==> src/rtl/fetch.sv <==
// fetch: instruction fetch stage with a single outstanding memory request.
// Issues one request at a time and hands each returned word to the decode
// register. A one-entry buffer parks a response that arrives while decode is
// stalled. A redirect (haz_bubble) overrides every other event, and a response
// that is still in flight when a redirect occurs is marked stale and dropped.
//
// Ports:
//   clk, rst                     clock, async active-high reset
//   haz_stall, haz_bubble        decode stall / redirect from hazard unit
//   jmp_tgt                      redirect target (low two bits ignored)
//   imem_req_vld/rdy/addr        fetch request handshake
//   imem_rsp_vld/data            fetch response
//   dec_vld/pc/pc4/instr         decode-facing register
module fetch #(
  parameter logic [31:0] RESET_PC = 32'hBFC0_0000
) (
  input  logic        clk,
  input  logic        rst,
  input  logic        haz_stall,
  input  logic        haz_bubble,
  input  logic [31:0] jmp_tgt,
  output logic        imem_req_vld,
  input  logic        imem_req_rdy,
  output logic [31:0] imem_req_addr,
  input  logic        imem_rsp_vld,
  input  logic [31:0] imem_rsp_data,
  output logic        dec_vld,
  output logic [31:0] dec_pc,
  output logic [31:0] dec_pc4,
  output logic [31:0] dec_instr
);

  typedef enum logic [1:0] {S_REQ, S_WAIT, S_HOLD} state_e;

  typedef struct packed {
    logic        vld;
    logic [31:0] pc;
    logic [31:0] instr;
  } slot_t;

  localparam slot_t SLOT_RST = '{vld: 1'b0, pc: 32'h0, instr: 32'h0};

  state_e      state_q, state_d;
  logic [31:0] pc_q, pc_d;
  logic [31:0] req_pc_q, req_pc_d;
  logic        kill_q, kill_d;
  slot_t       buf_q, buf_d;
  slot_t       dec_q, dec_d;

  logic        req_fire;

  // State register
  always_ff @(posedge clk or posedge rst) begin
    if (rst) begin
      state_q  <= S_REQ;
      pc_q     <= RESET_PC & 32'hFFFF_FFFC;
      req_pc_q <= 32'h0;
      kill_q   <= 1'b0;
      buf_q    <= SLOT_RST;
      dec_q    <= SLOT_RST;
    end else begin
      state_q  <= state_d;
      pc_q     <= pc_d;
      req_pc_q <= req_pc_d;
      kill_q   <= kill_d;
      buf_q    <= buf_d;
      dec_q    <= dec_d;
    end
  end

  // Output logic: requests only go out from REQ, and never in a redirect
  // cycle since pc_q is about to be replaced.
  always_comb begin
    imem_req_vld  = (state_q == S_REQ) & ~haz_bubble;
    imem_req_addr = pc_q;
  end

  assign req_fire  = imem_req_vld & imem_req_rdy;
  assign dec_vld   = dec_q.vld;
  assign dec_pc    = dec_q.pc;
  assign dec_pc4   = dec_q.pc + 32'd4;
  assign dec_instr = dec_q.instr;

  // Next-state logic
  always_comb begin
    state_d  = state_q;
    pc_d     = pc_q;
    req_pc_d = req_pc_q;
    kill_d   = kill_q;
    buf_d    = buf_q;
    dec_d    = dec_q;

    // Decode register holds under stall; otherwise it drains to a bubble
    // unless something below loads it this cycle.
    if (!haz_stall) dec_d.vld = 1'b0;

    if (haz_bubble) begin
      pc_d      = jmp_tgt & 32'hFFFF_FFFC;
      dec_d.vld = 1'b0;
      buf_d.vld = 1'b0;
      case (state_q)
        S_WAIT: begin
          if (imem_rsp_vld) begin
            // Response lands in the redirect cycle: drop it right here.
            kill_d  = 1'b0;
            state_d = S_REQ;
          end else begin
            // Response still in flight: drop it when it shows up.
            kill_d = 1'b1;
          end
        end
        default: state_d = S_REQ;
      endcase
    end else begin
      case (state_q)
        S_REQ: begin
          if (req_fire) begin
            req_pc_d = pc_q;
            pc_d     = pc_q + 32'd4;
            state_d  = S_WAIT;
          end
        end
        S_WAIT: begin
          if (imem_rsp_vld) begin
            state_d = S_REQ;
            if (kill_q) begin
              kill_d = 1'b0;
            end else if (!haz_stall) begin
              dec_d = '{vld: 1'b1, pc: req_pc_q, instr: imem_rsp_data};
            end else begin
              buf_d   = '{vld: 1'b1, pc: req_pc_q, instr: imem_rsp_data};
              state_d = S_HOLD;
            end
          end
        end
        S_HOLD: begin
          if (!haz_stall) begin
            dec_d     = buf_q;
            buf_d.vld = 1'b0;
            state_d   = S_REQ;
          end
        end
        default: state_d = S_REQ;
      endcase
    end
  end

endmodule

==> config.mk <==
export PLATFORM = sky130hd
export DESIGN_NAME = fetch
export DESIGN_NICKNAME = d
export VERILOG_FILES = /design/src/rtl/fetch.sv
export SDC_FILE = /design/constraint.sdc
export NUM_CORES = 1
export LEC_CHECK = 0
export ABC_CLOCK_PERIOD_IN_PS = 12300
export CAP_MARGIN = 20
export CORE_ASPECT_RATIO = 1.2
export CORE_MARGIN = 8
export CORE_UTILIZATION = 45
export DETAILED_ROUTE_END_ITERATION = 10
export GPL_ROUTABILITY_DRIVEN = 1
export GPL_TIMING_DRIVEN = 0
export HOLD_SLACK_MARGIN = 0.15
export PLACE_DENSITY = 0.71
export SLEW_MARGIN = 30
export SYNTH_ARGS = -nofsm -noshare
export SYNTH_HDL_FRONTEND = slang
export SYNTH_SLANG_ARGS = --single-unit
==> constraint.sdc <==
create_clock -name clk -period 12.3 [get_ports clk]
set_input_delay 3.075 -clock clk [delete_from_list [all_inputs] [get_ports clk]]
set_output_delay 3.075 -clock clk [all_outputs]
set_load 0.01 [all_outputs]
==> flow_summary.yaml <==
# yosys + openroad results
setup_path:
  timing.critical_path.slowest_cell_delay_ns: 0.61
  critical-path-top-cell-by-count: "clkdlybuf4s50_1"
  endpoint_of_the_worst_register_to_register_path: "buf_q[31]"
  timing.critical_path.slowest_stage_cell: "clkdlybuf4s50_1"
  timing.reg2reg.worst_path_depth: 8
  setup.worst_path.class: "input port to output port"
  cp_cell_sequence: "clkdlybuf4s50_1, nor2b_1, clkdlybuf4s50_1"
  rrSetupSlack_ns: 9.61
  path_depth: 3
  cp-end-kind: "output port"
  worstPathRequired_ns: 9.22
  crit_fanout: 8
placement:
  dp_hpwl_um: 19000
  preCtsSetupSlack_ns: 4.66
  gp_congestion: 0.859
  place.detailed.instances: 1341
  numPortBuffers: 194
  dpl_cell_area_um2: 11400
clock_network:
  clock_sink_count: 190
  cts_post_setup_buffers_inserted: 0
  clock_tree.buffer_depth: 2
  clk-insertion-delay-late_ns: 0.43
  cts-buffers-inserted: 17
  cts_root_buf: "clkbuf_16"
  cts_max_level: 4
  cts_hold_buffers: 0
  tritoncts_clock_tree: "yes"
  cts_repair_resize_count: 0
logic_synthesis:
  yosys_cells: 879
  synth_warnings: 0
  synthDominantCellAreaShare_pct: 49.8
  postSynth.asyncResetShare_pct: 100
  synth_area_per_cell_um2: 10.3
  synthDominantAreaCellType: "dfrtp_1"
  yosys-top-cells-area: "dfrtp_1 50%, nand2_1 7.7%, mux2_2 7.7%, o31ai_1 5.7%, a22oi_1 5.2%"
  enable_flop_cells: 0
  post_synth_most_frequent_cells: "187 x nand2_1, 181 x dfrtp_1, 69 x o31ai_1"
  synth_seq_share_pct: 52.4
hold_path:
  min_path_cells: 2
  min_from: "dec_instr[22]"
final_layout:
  antennaDiodeCount: 0
  syn2layout_area_growth_pct: 31.9
  final.fill_count: 1735
  layout.core_utilization_pct: 59.8
  post_layout_nonfiller_instances: 1372
  layout.cells.most_common: "clkdlybuf4s50_1"
  stdcell_area_um2: 12000
  nets: 1170
  drive_gt1_share_pct: 11.6
global_route:
  grt_antenna_before_repair: 0
  first_pass_grt_wire_length_um: 40900
  grt_pass1_vias: 7658
  grtUsageTotal_pct: 20.6
  grt.overflow.total: 0
  largest_net_degree_at_the_start_of_global_routing: 91
final_timing:
  finalClockPeriodUsage_pct: 62.5
  max-slew-margin-rel_pct: 37.5
  setup_viol: 0
  setup_tns_after_final_layout_ns: 0
  tightestPinTransition_ns: 0.929
  period_minus_slack_ns: 7.68
  whs_ns: 0.474
  final_hold_viol_count: 0
  fmax_mhz: 130
  finalMaxSlewViolations: 0
routing:
  met2_wirelength_um: 12800
  drt-met1-wl_um: 11000
  detail-route-antenna-nets: 0
  avg_wl_per_cell_um: 18.7
  post_drt_via_cell_ratio: 5.51
  violation_count_after_the_first_detailed_route_iteration: 353
  detail_route.drc_violations: 0
power:
  vdd_drop_max_v: 0.000133
  p_leak_nw: 4.95
  power_density_nw_per_um2: 164
  fin_total_pwr_w: 0.00196
status:
  status: "complete, no violations"
die:
  initCoreUtil_pct: 45.4
  fp.coreArea_um2: 20000
  placement_rows: 57
flow_run:
  log.warning_count: 30
-- kinds of logic after synthesis --
group,share of synthesized area [%]
other,0.0413
multiplexers,7.90
AND/OR/NAND/NOR,16.1
AND-OR/OR-AND,15.6
buffers and inverters,4.24
XOR/XNOR,2.99
adder cells (fa/ha/maj),0.688
flip-flops,52.4
-- layout make-up --
class	count	area [um2]	area share [%]
clock inverter	9	114	0.950
multi-input combinational	603	3940	32.9
tap	265	332	2.77
clock buffer	22	444	3.71
inverter	18	75.1	0.626
buffer	69	318	2.65
timing repair buffer	196	2000	16.7
sequential	190	4770	39.8
-- where the power goes --
part / leakage [nW] / switching (W) / total, W / internal [W]
combinational: 2.22 / 0.000268 / 0.000508 / 0.000240
sequential: 2.46 / 0.000125 / 0.000924 / 0.000799
clock: 0.261 / 0.000232 / 0.000531 / 0.000299
-- registers in the layout, summed over array words and instances, names as in the netlist --
| register | count |
|---|---|
| state_q | 2 |
| req_pc_q | 30 |
| kill_q | 1 |
| dec_instr | 32 |
| buf_q | 63 |
| dec_vld | 1 |
| imem_req_addr | 30 |
| dec_pc | 31 |
-- tightest hold or removal path: cells and delay by family (launching register included) --
family           cells  cell delay [ns]
flip-flops           1             0.34
AND/OR/NAND/NOR      1             0.05
AND-OR/OR-AND        1             0.05
-- per-layer routing --
| layer | track usage [%] | vias to the layer above |
|---|---|---|
| li1 | - | 3622 |
| met1 | 25.0 | 3669 |
| met2 | 35.5 | 232 |
| met3 | 4.29 | 35 |
| met4 | 7.98 | 0 |
| met5 | 0 | - |
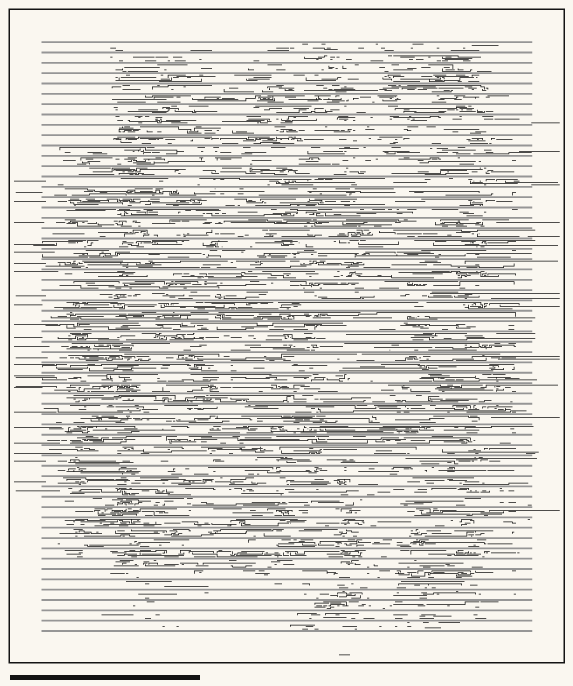
(met1 routing)
Scale bar: 50 um. Supply wires on this layer in gray.
main direction: horizontal
wire length on this layer: 11,000 um
share of all routed wire: 43%
drt total wl: 25,700 um
global-route track usage on met1: 25.0%
total number of vias: 7,558

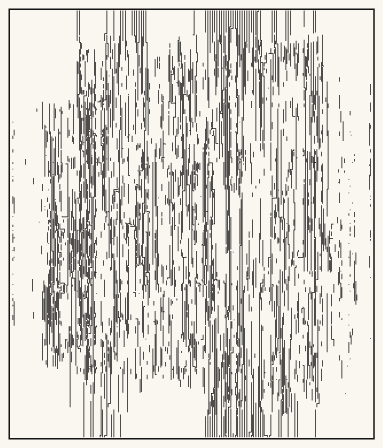
(metal 2)
share of all routed wire: 50%
nets with wire on the layer: 954
main direction: vertical
wire length on this layer: 12,800 um
longest straight run: 67.8 um
global-route track usage on met2: 35.5%

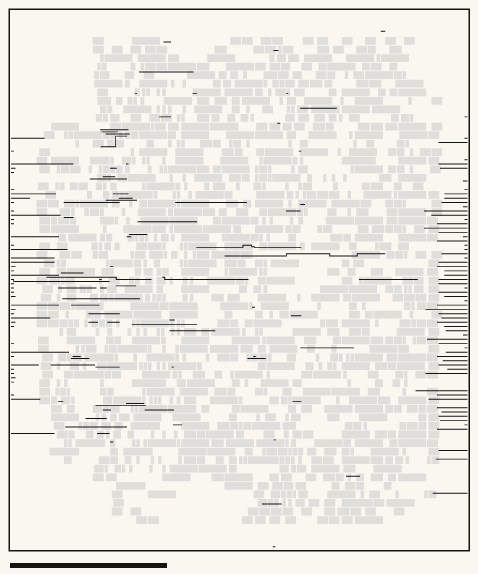
(metal 3)
Scale bar: 50 um.
longest straight run: 30.4 um
nets with wire on the layer: 151
wire length on this layer: 1,310 um
main direction: horizontal

Power figures rest on the tool's default switching activity, not on a simulated workload.
